<file path="config.mk">
export PLATFORM = sky130hd
export DESIGN_NAME = tank_pump_arbiter
export DESIGN_NICKNAME = d
export VERILOG_FILES = /design/src/rtl/tank_ctrl_pkg.sv /design/src/rtl/rr_arbiter.sv /design/src/rtl/tank_pump_arbiter.sv
export SDC_FILE = /design/constraint.sdc
export NUM_CORES = 1
export LEC_CHECK = 0
export ABC_CLOCK_PERIOD_IN_PS = 3000
export CORE_ASPECT_RATIO = 0.75
export CORE_MARGIN = 10
export CORE_UTILIZATION = 30
export CTS_BUF_LIST = sky130_fd_sc_hd__clkbuf_4
export CTS_CLUSTER_SIZE = 30
export DETAILED_ROUTE_END_ITERATION = 8
export PLACE_DENSITY = 0.53
export SLEW_MARGIN = 20
export SYNTH_ARGS = -nofsm -noshare
export SYNTH_HDL_FRONTEND = slang
export SYNTH_SLANG_ARGS = --single-unit
export TNS_END_PERCENT = 1
</file>
<file path="constraint.sdc">
create_clock -name clk -period 3 [get_ports clk]
set_input_delay 0.75 -clock clk [delete_from_list [all_inputs] [get_ports clk]]
set_output_delay 0.75 -clock clk [all_outputs]
set_load 0.03 [all_outputs]
</file>
<file path="src/rtl/tank_ctrl_pkg.sv">
// Shared state encoding, default timing and dry-run debounce depth for the
// tank pump arbiter.
package tank_ctrl_pkg;

    typedef enum logic [2:0] {
        IDLE  = 3'd0,
        OPEN  = 3'd1,
        PUMP  = 3'd2,
        CLOSE = 3'd3,
        COOL  = 3'd4
    } state_t;

    localparam int DEF_VALVE_SETTLE = 8;
    localparam int DEF_MIN_RUN      = 16;
    localparam int DEF_MAX_RUN      = 1024;
    localparam int DEF_MIN_OFF      = 32;

    // Consecutive sump_low samples in PUMP that count as running dry.
    localparam int DRY_DEBOUNCE     = 4;

endpackage

</file>
<file path="src/rtl/rr_arbiter.sv">
// Combinational round-robin pick: first eligible index strictly after
// last_grant, wrapping modulo N_TANKS.
module rr_arbiter #(
    parameter int N_TANKS = 4,
    localparam int IW = $clog2(N_TANKS)
) (
    input  logic [N_TANKS-1:0] eligible,
    input  logic [IW-1:0]      last_grant,
    output logic               valid,
    output logic [IW-1:0]      idx
);

    always_comb begin
        valid = 1'b0;
        idx   = '0;
        // Offsets 1..N visit every index once, last_grant itself last.
        for (int k = 1; k <= N_TANKS; k++) begin
            for (int i = 0; i < N_TANKS; i++) begin
                if (!valid && eligible[i] && ((int'(last_grant) + k) % N_TANKS == i)) begin
                    valid = 1'b1;
                    idx   = IW'(i);
                end
            end
        end
    end

endmodule

</file>
<file path="src/rtl/tank_pump_arbiter.sv">
// Shares one supply pump among N_TANKS tanks: round-robin grant, valve settle,
// pump run with min/max limits, valve close and cool-down. PUMP_DRY_RUN_EN adds sump dry-run protection.
module tank_pump_arbiter
    import tank_ctrl_pkg::*;
#(
    parameter int N_TANKS      = 4,
    parameter int VALVE_SETTLE = DEF_VALVE_SETTLE,
    parameter int MIN_RUN      = DEF_MIN_RUN,
    parameter int MAX_RUN      = DEF_MAX_RUN,
    parameter int MIN_OFF      = DEF_MIN_OFF,
    localparam int IW = $clog2(N_TANKS),
    localparam int CW = $clog2(MAX_RUN + 1)
) (
    input  logic               clk,
    input  logic               reset,
    input  logic [N_TANKS-1:0] fill_req,
    input  logic [N_TANKS-1:0] full_flag,
    input  logic               fault_clr,
    output logic [N_TANKS-1:0] valve_open,
    output logic               pump_on,
    output logic [IW-1:0]      grant_id,
    output logic               busy,
    output logic [N_TANKS-1:0] timeout_fault
`ifdef PUMP_DRY_RUN_EN
    ,
    input  logic               sump_low,
    output logic               dry_fault
`endif
);

    localparam logic [CW-1:0] SETTLE_TC  = CW'(VALVE_SETTLE - 1);
    localparam logic [CW-1:0] MIN_RUN_TC = CW'(MIN_RUN - 1);
    localparam logic [CW-1:0] MAX_RUN_TC = CW'(MAX_RUN - 1);
    localparam logic [CW-1:0] MIN_OFF_TC = CW'(MIN_OFF - 1);

    state_t             state, state_nxt;
    logic [CW-1:0]      cnt, cnt_nxt;
    logic [IW-1:0]      last_grant, grant_nxt, arb_idx;
    logic [N_TANKS-1:0] gmask, eligible, fault_set;
    logic               req_g, full_g, arb_valid, grant_ok, dry_trip;

    assign gmask    = N_TANKS'(1) << grant_id;
    assign req_g    = |(fill_req & gmask);
    assign full_g   = |(full_flag & gmask);
    assign eligible = fill_req & ~full_flag & ~timeout_fault;

    rr_arbiter #(.N_TANKS(N_TANKS)) u_rr (
        .eligible   (eligible),
        .last_grant (last_grant),
        .valid      (arb_valid),
        .idx        (arb_idx)
    );

`ifdef PUMP_DRY_RUN_EN
    localparam int DW = $clog2(DRY_DEBOUNCE + 1);
    logic [DW-1:0] dry_cnt;

    assign dry_trip = (state == PUMP) && sump_low && (dry_cnt == DW'(DRY_DEBOUNCE - 1));
    assign grant_ok = ~dry_fault;

    always_ff @(posedge clk) begin
        if (reset) begin
            dry_cnt   <= '0;
            dry_fault <= 1'b0;
        end else begin
            dry_cnt <= (state == PUMP && sump_low) ? dry_cnt + 1'b1 : '0;
            if (dry_trip)
                dry_fault <= 1'b1;
            else if (fault_clr)
                dry_fault <= 1'b0;
        end
    end
`else
    assign dry_trip = 1'b0;
    assign grant_ok = 1'b1;
`endif

    always_comb begin
        state_nxt = state;
        cnt_nxt   = cnt + 1'b1;
        grant_nxt = grant_id;
        fault_set = '0;
        case (state)
            IDLE: begin
                cnt_nxt = '0;
                if (arb_valid && grant_ok) begin
                    state_nxt = OPEN;
                    grant_nxt = arb_idx;
                end
            end
            OPEN: begin
                if (!req_g || full_g)
                    state_nxt = CLOSE;
                else if (cnt == SETTLE_TC)
                    state_nxt = PUMP;
            end
            PUMP: begin
                // Overflow and dry-run stops bypass the minimum run time.
                if (full_g || dry_trip) begin
                    state_nxt = CLOSE;
                end else if (cnt == MAX_RUN_TC) begin
                    state_nxt = CLOSE;
                    fault_set = gmask;
                end else if (!req_g && cnt >= MIN_RUN_TC) begin
                    state_nxt = CLOSE;
                end
            end
            CLOSE: if (cnt == SETTLE_TC) state_nxt = COOL;
            COOL:  if (cnt == MIN_OFF_TC) state_nxt = IDLE;
            default: state_nxt = IDLE;
        endcase
        if (state_nxt != state)
            cnt_nxt = '0;
    end

    always_ff @(posedge clk) begin
        if (reset) begin
            state         <= IDLE;
            cnt           <= '0;
            last_grant    <= IW'(N_TANKS - 1);
            grant_id      <= '0;
            busy          <= 1'b0;
            pump_on       <= 1'b0;
            valve_open    <= '0;
            timeout_fault <= '0;
        end else begin
            state    <= state_nxt;
            cnt      <= cnt_nxt;
            grant_id <= grant_nxt;
            busy     <= (state_nxt != IDLE);
            pump_on  <= (state_nxt == PUMP);
            valve_open <= (state_nxt inside {OPEN, PUMP, CLOSE}) ? (N_TANKS'(1) << grant_nxt) : '0;
            if (state == IDLE && state_nxt == OPEN)
                last_grant <= arb_idx;
            timeout_fault <= (fault_clr ? '0 : timeout_fault) | fault_set;
        end
    end

endmodule

</file>
==> reports/qor.tcl <==
set qor(synthDistinctLibCells) 50
set qor(power_leakage_nw) 0.656
set qor(biggestCellCategory) {multi-input combinational cells}
set qor(hold_path_class) {reg2reg}
set qor(finalCriticalPeriod_ns) 2.63
set qor(post_cts.repair.setup_buffers) 0
set qor(timing.critical_path.required_ns) 3.26
set qor(worst-slew-pin-transition_ns) 0.688
set qor(setup_tns_ns) 0
set qor(global_route.usage.met1_pct) 13.3
set qor(syn-mean-instance-area_um2) 9.81
set qor(grt_busiest_layer) {met1}
set qor(final_cell_mix) {dfxtp_1 (28), clkdlybuf4s50_1 (22), nor2_1 (9), nor4_2 (9), nand3_1 (8)}
set qor(slowest_stage) {mux4_2}
set qor(cp-end-kind) {flip-flop}
set qor(critical_path_buf_inv_count) 3
set qor(clk-power_mw) 0.254
set qor(power.switching_mw) 0.364
set qor(p_clk_share_pct) 24.0
set qor(placement.setup.worst_slack_ns) -0.0624
set qor(cts_tree) {built}
set qor(fin_crit_sh_pct) 87.8
set qor(layout_clock_area_share_pct) 2.77
set qor(core_util_floorplan_pct) 31.5
set qor(ys.flops) 28
set qor(layout.non_clock_buffers) 28
set qor(power_sequential_mw) 0.440
set qor(stdcell_area_mm2) 0.00190
set qor(number_of_antenna_violations_at_the_first_check_in_global_routing) 0
set qor(power_density_mw_per_mm2) 559
set qor(final.hold.worst_slack_ns) 0.521
set qor(worstHoldStart) {timeout_fault[3]}
set qor(number_of_tap_instances) 60
set qor(largest-register) {cnt}
set qor(regToRegSetupSlack_ns) 0.61
set qor(timing.setup.critical_path_class) {in2reg}
set qor(clock_skews_ns) 0.00388
set qor(synth-cells-yosys) 159
set qor(crit_start) {full_flag[1]}
set qor(synth_nets) 171
set qor(ff_latch_area_um2) 561
set qor(largest_area_cell) {dfxtp_1}
set qor(worstRegToRegCells) 6
set qor(tool_warnings) 26
set qor(critical_path_peak_fanout) 10
set qor(hold_viol) 0
set qor(share_seq_of_total_power_pct) 41.4
set qor(cts_buffer_depth) 2
set qor(numCtsBuffers) 3
set qor(placement.cell_area_mm2) 0.00184
set qor(place_hpwl_mm) 2.89
set qor(setup.worst_path.start_class) {input port}
set qor(num-nets-final) 195
set qor(layout-drive-gt1-share_pct) 18.1
set qor(intPower_mw) 0.698
set qor(main_area_contributors_after_synthesis) {dfxtp_1 (36%), nor4_2 (7.2%), xor2_1 (3.9%), mux4_2 (2.9%), nand3_1 (2.6%)}
set qor(buffer_ports.inserted) 22
set qor(drc_violations_left) 0
set qor(total_power_mw) 1.06
set qor(first_pass_grt_wire_length_mm) 6.33
set qor(comb_cell_power_mw) 0.367
set qor(timing.critical_path.arrival_ns) 2.89
set qor(die-height_um) 82.5
set qor(maxClockFrequency_mhz) 380
set qor(dieWidth_um) 103
set qor(mi_logic_area_um2) 923
set qor(clk_pin_slew_worst_paths_ns) 0.16
set qor(setup-violations-final) 0
set qor(worst_slew_slack_as_a_fraction_of_its_limit_pct) 54.1
set qor(grt_use_met3_pct) 2.16
set qor(grt_max_degree) 17
set qor(summed_instance_area_of_the_synthesized_netlist_mm2) 0.00156
set qor(n_multi_input_combinational_cell) 116
set qor(max-vdd-ir-drop_mv) 0.218
set qor(power_leader) {registers}
set qor(critical_path.most_common_cell) {buf_4}
set qor(wl_met1_mm) 1.85
set qor(ctsHtreeMaxLevel) 1
set qor(cts.hold.buffers_added) 0
set qor(place_inst) 238
set qor(route.met3.wl_um) 246
set qor(number_of_synthesized_flops_with_an_enable_pin) 0
set qor(postSynth.asyncResetShare_pct) 0
set qor(met2_usage_pct) 13.1
set qor(drt.antenna.violating_nets) 0
set qor(drt-total-wl_mm) 3.73
set qor(layout.clock_buffers) 3
set qor(io_pins) 23
set qor(run_status) {complete, no violations}
set qor(ctsRootBufferMaster) {clkbuf_4}
set qor(tritoncts_num_sinks) 28
set qor(yosysWarnings) 0
set qor(synthToLayoutAreaGrowth_pct) 21.7
set qor(power.share.combinational_pct) 34.6
set qor(final.signal_inverter_count) 6
set qor(clkLatencyLatePin_ns) 0.34
set qor(worstSetupEndpoint) {cnt[7]}
set qor(bufAreaShareNonClock_pct) 14.0
set qor(grt-ovfl-total) 0
set qor(drt_iter0_markers) 160
set qor(post_drt_via_cell_ratio) 5.40
set qor(reg_to_reg_critical_path_endpoint) {cnt[7]}
set qor(yosysTopAreaCellShare_pct) 35.9
set qor(sw_frac_of_total_pct) 34.3
set qor(firstDrtPassIters) 4
set qor(final.setup.worst_slack_ns) 0.366
set qor(grt.total_usage_pct) 9.21
set qor(setup_repair_after_global_routing_missed_its_margin) {no}
set qor(antenna_cells) 0
set qor(cp_cell_sequence) {clkdlybuf4s50_1 > mux4_2 > buf_4 > a21boi_0 > a32oi_2 > buf_4 > nor4_2}
set qor(final_max_slew_viol_count) 0
set qor(path_depth) 7
set qor(cts-resized-gates) 0
set qor(met2_wirelength_mm) 1.60
set qor(die_area_mm2) 0.00852
set qor(grt_pass1_vias) 1279
set qor(r2r-start) {grant_id[1]}
set qor(place_congestion) 0.856
set qor(top_regs) {cnt (11), timeout_fault (4), valve_open (4)}
set qor(post_synth_inst_count) 159
set qor(ys_chip_area_mm2) 0.00156
set qor(highest_layer_used_for_signal_routing) {met4}
set qor(hold_path_depth) 2
set qor(crit_family) {buffers and inverters}
set qor(largest_register_ff_count) 11
set qor(drv.max_cap_violation_count) 0
set qor(slowest_delay_ns) 0.51
set qor(worstHoldEndpoint) {timeout_fault[3]}
set qor(ys.flop_type) {dfxtp_1}
set qor(seq_cells) 28
set qor(yosys.stat.seqShare_pct) 35.9
==> logic make-up (layout without fill, tap and decap cells) <==
logic type	Yosys count	after routing	synth area share, %
and+or+nand+nor	66	66	30.2
AOI/OAI and AO/OA	36	36	18.8
DFF	28	28	35.9
buffers and inverters	15	38	5.05
xor gates and xnor gates	10	10	5.61
muxes	3	3	3.53
adders and majority gates	1	1	0.802
==> synth_stat cells (3+ instances only) <==
cell,instances
nand4_1,3
nor4_2,9
clkbuf_1,6
a211oi_1,4
a31oi_1,3
a21oi_1,7
nand2b_1,6
dfxtp_1,28
xor2_1,7
xnor2_1,3
a21o_1,3
nand2_1,6
a211o_1,3
buf_6,3
nand3_1,8
nor2_1,10
nor3b_1,4
o21ai_0,3
inv_1,6
Fig. 1: logic cells by family
Scale bar: 20 um.
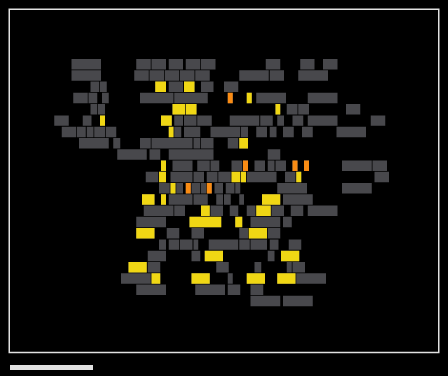
| family | colour | cells |
|---|---|---|
| inverters | orange | 6 |
| NOR gates | yellow | 32 |
combinational share of cell area: 48.6%
fin cells: 242
most frequent logic cell in the layout: dfxtp_1

Fig. 2: placed standard cells
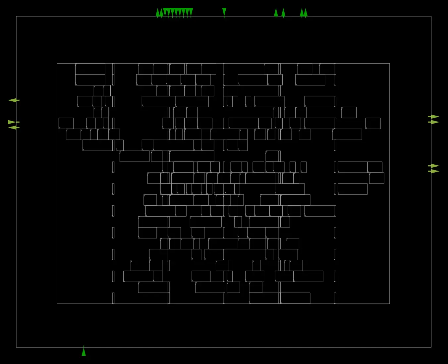
fill cell total of the finished layout: 493
register fraction of the total cell area: 29.5%

Fig. 3: cell classes on the final placement
Scale bar: 20 um. Fill, decap, tap and diode cells in grey.
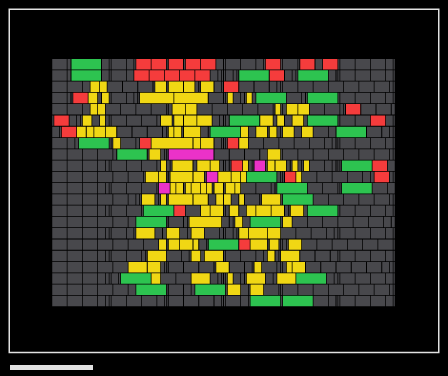
| class | colour | cells | share of their area |
|---|---|---|---|
| combinational and other logic | yellow | 122 | 52% |
| other buffers and delay cells | red | 28 | 15% |
| flops | green | 28 | 31% |
| clock drivers and dummy loads | magenta | 4 | 2.9% |
final core occ: 38.3%
Placement Rows: 22
core region area: 0.00495 mm2

Fig. 4: register map, names as in the netlist
Scale bar: 20 um.
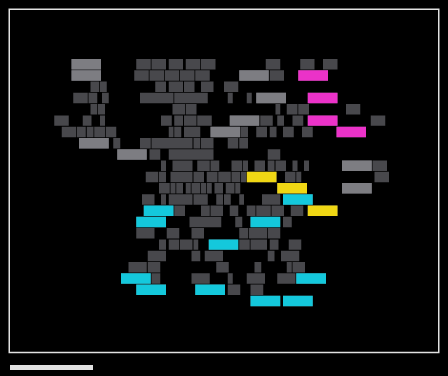
| signal | colour | sequential cells |
|---|---|---|
| cnt | cyan | 11 |
| valve_open | magenta | 4 |
| state | yellow | 3 |
not coloured: 10

Fig. 5: routed metal, one colour a layer
Scale bar: 20 um.
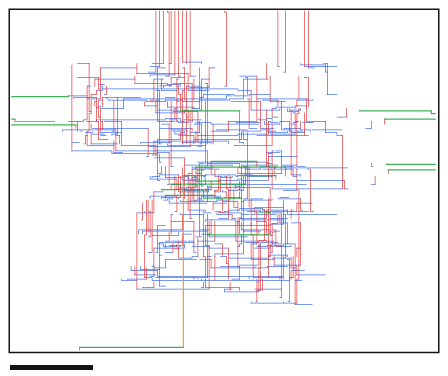
| layer | colour | wire length |
|---|---|---|
| metal 3 | green | 246 um |
| metal 4 | orange | 41.5 um |
| metal 1 | blue | 1850 um |
| metal 2 | red | 1600 um |
average detailed-routed wire length per instance: 15.4 um
via count: 1306

